met1.png
Supply wires on this layer in gray.
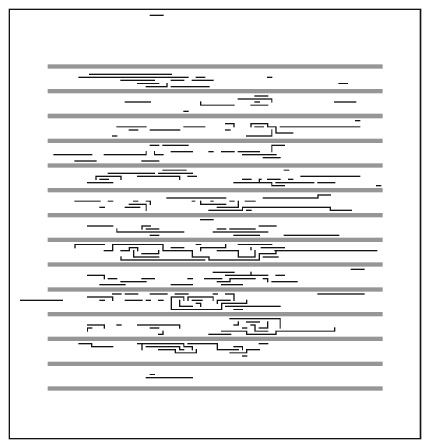
met2.png
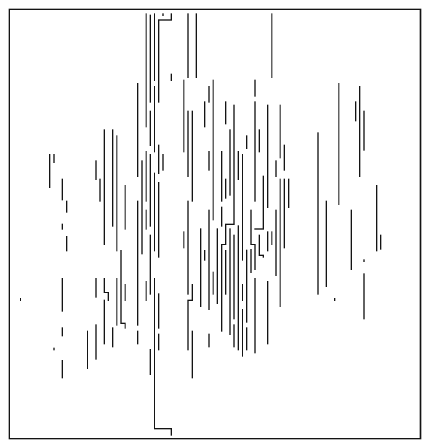
met3.png
Scale bar: 10 µm.
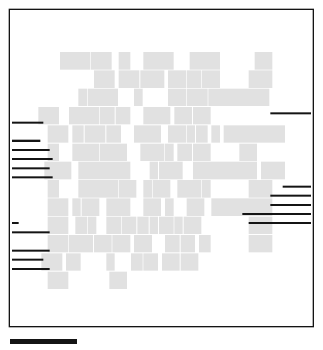
final_clocks.png
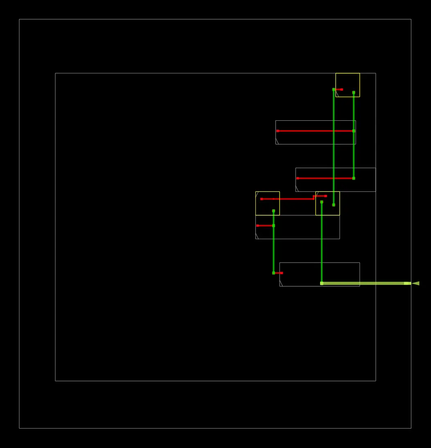
<file path="config.mk">
export PLATFORM = sky130hd
export DESIGN_NAME = bound_flasher_ctrl
export DESIGN_NICKNAME = d
export VERILOG_FILES = /design/src/rtl/bound_flasher_ctrl.sv
export SDC_FILE = /design/constraint.sdc
export NUM_CORES = 1
export LEC_CHECK = 0
export CORE_AREA = 4 4 41 43
export CTS_CLUSTER_DIAMETER = 80
export DETAILED_ROUTE_END_ITERATION = 8
export DIE_AREA = 0 0 45 47
export PLACE_DENSITY_LB_ADDON = 0.15
export SLEW_MARGIN = 0
export SYNTH_ARGS = -nofsm -noshare
export SYNTH_HDL_FRONTEND = slang
export SYNTH_SLANG_ARGS = --single-unit
</file>
<file path="constraint.sdc">
create_clock -name clk -period 1.9 [get_ports clk]
set_input_delay 0.285 -clock clk [delete_from_list [all_inputs] [get_ports clk]]
set_output_delay 0.285 -clock clk [all_outputs]
set_load 0.02 [all_outputs]
</file>
<file path="src/rtl/bound_flasher_ctrl.sv">
// rtl/bound_flasher_ctrl.sv - control FSM that sequences the bound-flasher lamp bar
//
// Ports:
//   clk        system clock, rising edge
//   rst_n      asynchronous active-low reset
//   flick      flick request, synchronous to clk
//   lamp       lamp vector the datapath registers at this edge
//   mode       datapath command: 0 clear, 1 shift-on, 2 shift-off
//   state_dbg  current state encoding
//   cycle_done one-clock pulse after a full sequence completes
`timescale 1ns/1ps
module bound_flasher_ctrl #(
    parameter int WIDTH   = 16,
    parameter int KICK_LO = 5,
    parameter int KICK_HI = 10
) (
    input  logic             clk,
    input  logic             rst_n,
    input  logic             flick,
    input  logic [WIDTH-1:0] lamp,
    output logic [1:0]       mode,
    output logic [2:0]       state_dbg,
    output logic             cycle_done
);

    // Lamp masks: lamps 0..k lit.
    localparam logic [WIDTH-1:0] MASK_LO    = {{(WIDTH-KICK_LO-1){1'b0}}, {(KICK_LO+1){1'b1}}};
    localparam logic [WIDTH-1:0] MASK_LO_M1 = {{(WIDTH-KICK_LO){1'b0}}, {KICK_LO{1'b1}}};
    localparam logic [WIDTH-1:0] MASK_HI    = {{(WIDTH-KICK_HI-1){1'b0}}, {(KICK_HI+1){1'b1}}};
    localparam logic [WIDTH-1:0] MASK_FULL  = {WIDTH{1'b1}};

    typedef enum logic [2:0] {
        ST_INIT = 3'd0,
        ST_S1   = 3'd1,
        ST_S2   = 3'd2,
        ST_S3   = 3'd3,
        ST_S4   = 3'd4,
        ST_S5   = 3'd5,
        ST_S6   = 3'd6,
        ST_BAD  = 3'd7
    } state_t;

    state_t state;
    state_t state_next;
    logic   done_next;
    logic   done_q;

    logic at_lo;
    logic at_hi;

    assign at_lo = (lamp == MASK_LO);
    assign at_hi = (lamp == MASK_HI);

    always_ff @(posedge clk or negedge rst_n) begin
        if (!rst_n) begin
            state  <= ST_INIT;
            done_q <= 1'b0;
        end else begin
            state  <= state_next;
            done_q <= done_next;
        end
    end

    // Transitions look at the lamp value being registered this edge, so the
    // new mode applies from the very next cycle and the bar stops exactly on
    // each target value.
    always_comb begin
        state_next = state;
        done_next  = 1'b0;
        case (state)
            ST_INIT: if (flick) state_next = ST_S1;
            ST_S1:   if (at_lo) state_next = ST_S2;
            ST_S2:   if (lamp == '0) state_next = ST_S3;
            ST_S3: begin
                // kickback wins over the normal exit at the upper mask
                if (flick && (at_lo || at_hi)) state_next = ST_S2;
                else if (at_hi)                state_next = ST_S4;
            end
            ST_S4:   if (lamp == MASK_LO_M1) state_next = ST_S5;
            ST_S5: begin
                if (flick && (at_lo || at_hi)) state_next = ST_S4;
                else if (lamp == MASK_FULL)    state_next = ST_S6;
            end
            ST_S6: begin
                if (lamp == '0) begin
                    state_next = ST_INIT;
                    done_next  = 1'b1;
                end
            end
            default: state_next = ST_INIT;
        endcase
    end

    // Moore outputs decoded from the state register only.
    always_comb begin
        mode = 2'd0;
        case (state)
            ST_S1, ST_S3, ST_S5: mode = 2'd1;
            ST_S2, ST_S4, ST_S6: mode = 2'd2;
            default:             mode = 2'd0;
        endcase
    end

    assign state_dbg  = state;
    assign cycle_done = done_q;

endmodule
</file>
==> flow.log <==
[report] extracting results
[metrics] number of standard cells in the final layout excluding fillers: about 110
[metrics] minimum setup slack after placement: -0.5356 ns
[metrics] Post-DP Area: around 720 µm²
[metrics] die area: around 2100 µm²
[metrics] Setup-failing EPs final: 1
[metrics] Seq/Total Area, Yosys: 0.2508
[metrics] max incr delay on CP: 0.52 ns
[metrics] met3 Track Usage GR: 0.01149
[metrics] top area contributor share: 0.2508
[metrics] number of global-route vias before repair: roughly 500
[metrics] Static Leak: about 0.38 nW
[metrics] cell count in the Yosys report: 55
[metrics] distinct lib cells: 26
[metrics] final estimated routing congestion in global placement: 0.7067
[metrics] ratio of cells with drive above 1 in the final layout: 0.3474
[metrics] buffer cell driving the clock tree root: sky130_fd_sc_hd__clkbuf_4
[metrics] cycle use final: 1.015
[metrics] highest-count logic cell in the final layout: sky130_fd_sc_hd__buf_4
[metrics] CTS tree: yes
[metrics] Dominant Register Cell: sky130_fd_sc_hd__dfrtp_1
[metrics] Cell Int Power: approximately 0.19 mW
[metrics] Design Area, Final: 822.0 µm²
[metrics] height of the chip: roughly 47 µm
[metrics] global-route usage over all layers: 0.1240
[metrics] Pwr Total: between 0.2 and 0.25 mW
[metrics] cells after synthesis: ~55
[metrics] number of warnings the tools reported: 29
[metrics] Post-synth regs: 4
[metrics] number of diodes: 0
[metrics] Net Sw Power: 0.05584 mW
[metrics] Filler cells: roughly 130
[metrics] Largest cell class: buffers
[metrics] sequential fraction of total cell area: 0.1233
[metrics] maximum number of pins on one net before global-route repair: 13
[metrics] area of the mapped netlist: between 300 and 400 µm²
[metrics] sw frac: 0.2261
[metrics] result of the run: complete, but fails checks
[metrics] WHS: between 0.2 and 0.3 ns
[metrics] total detailed-routing wirelength: 1263 µm
[metrics] NumNets Final: between 100 and 150
[metrics] hold violation total from the final report: 0
[metrics] multi-input combinational area share: 0.3988
[metrics] Via density: a little over 5
[metrics] worst-path maximum fanout: 2
[metrics] maximum resistive drop on vdd: 0.1499 mV
[metrics] number of hold buffers added after cts: 0
[metrics] sequential cell area: 101.3 µm²
[metrics] crit path DAT: 2.04 ns
[metrics] startpoint kind of the worst setup timing path: input pin
[metrics] Setup WS post-layout: -0.02826 ns
[metrics] Cell Chain, Critical Path: buf_6 > or3_4 > or4_4 > a221o_1 > a41o_1 > a32o_1
[metrics] starting density of the core: 0.3067
[metrics] Starting DRT DRC Count: 7
[metrics] count of pins over their slew limit: 0
[metrics] power share of the combinational group: 0.234
[metrics] number of non-clock inverters: 2
[metrics] initial antenna violation count: 0
[metrics] maximum clock frequency: slightly above 500 MHz
[metrics] library cell with the highest instance count after synthesis: sky130_fd_sc_hd__nand2_1
[metrics] proportion of synthesized flip-flops having asynchronous set or reset: 1.000
[metrics] area delta synth->final: 106.0%
[metrics] number of rows in the core area: 13
[metrics] number of search-and-repair iterations in the first detailed-routing pass: 4
[metrics] leading cell types in the layout, fill and taps excluded: sky130_fd_sc_hd__buf_4, sky130_fd_sc_hd__dlygate4sd2_1, sky130_fd_sc_hd__nand2_1
[metrics] most frequent cells after synthesis: sky130_fd_sc_hd__nand2_1, sky130_fd_sc_hd__nor2_1, sky130_fd_sc_hd__dfrtp_1, sky130_fd_sc_hd__nand3_1, sky130_fd_sc_hd__o211ai_1
[metrics] Top cells by area: sky130_fd_sc_hd__dfrtp_1, sky130_fd_sc_hd__nand2_1, sky130_fd_sc_hd__o211ai_1
[metrics] failing checks: negative setup slack
[metrics] busiest metal layer after global routing: met2
[metrics] H-tree lvl count: 1
[metrics] per-cell routed wire length: about 11 µm
[metrics] unrepaired setup endpoints after global routing: true
[metrics] yosys stat area: 399.1 µm²
[metrics] type of element capturing the critical path: flip-flop
[metrics] Final HPWL DP: 979.1 µm
[metrics] syn_nets: 74
[metrics] multi-input gate count: roughly 47
[metrics] number of placed I/O pins: 25
[metrics] total number of vias: 563
About met1.png:
main direction	horizontal
nets with wire on the layer	97
share of all routed wire	39%

About met2.png:
main direction	vertical
wire length on this layer	683 µm

About met3.png:
nets with wire on the layer	17
share of all routed wire	7.2%

About final_clocks.png:
clock buffer instance count of the final layout: 3
reported clock group power: 0.103 mW
Fin Clk Skew: 0.003704 ns
clock latency on the worst-skew pair: 0.23 ns
total clock buffers created by CTS: 3

## kinds of logic after synthesis
group | Yosys count | synth area share
buffers and inverters | 4 | 0.03763
AND-OR/OR-AND | 13 | 0.2476
flip-flops | 4 | 0.2508
AND/OR/NAND/NOR | 34 | 0.4639
## path summary, 6_finish.rpt
path	startpoint	slack (ns)	endpoint	depth (start not counted)
setup / recovery	lamp[11]	-0.03	state_dbg[1]	6
hold / removal	rst_n	0.25	state_dbg[2]	1
setup reg to reg	state_dbg[1]	0.20	state_dbg[1]	6
hold reg to reg	state_dbg[0]	0.59	cycle_done	1
max in group asynchronous	rst_n	1.46	state_dbg[1]	1
min in group clk	lamp[5]	0.49	cycle_done	4
## timing repair
| item | 4_1_cts | 5_1_grt |
|---|---|---|
| setup endpoints to repair | 4 | 5 |
| setup buffers | 3 | 3 |
| pin swaps | 9 | 11 |
| resized | 17 | 17 |
| endpoints found under the hold margin | 0 | 0 |
## state kept, by name, indices dropped and copies added, names as in the netlist
| name | count |
|---|---|
| cycle_done | 1 |
| state_dbg | 3 |
## metal layers
metal / wire, µm / part of all wire
met1: 489 / 0.39
met2: 682 / 0.54
met3: 91 / 0.072
met4: 0 / 0
met5: 0 / 0
## power by group through the flow
stage,Clock (mW),Combinational [mW],Sequential [mW]
2_1_floorplan,0,0.0115,0.0870
3_3_place_gp,0,0.0579,0.0870
3_5_place_dp,0,0.0583,0.0870
4_1_cts,0.108,0.0521,0.0859
5_1_grt,0.113,0.0628,0.0859
6_report,0.103,0.0579,0.0859
## critical path: cells and delay by family
kind | cells | cell delay (ns)
AOI/OAI and AO/OA | 3 | 0.75
buffers and inverters | 1 | 0.09
and+or+nand+nor | 2 | 0.91
No activity file was given, so power comes from the tool's default toggle rates.
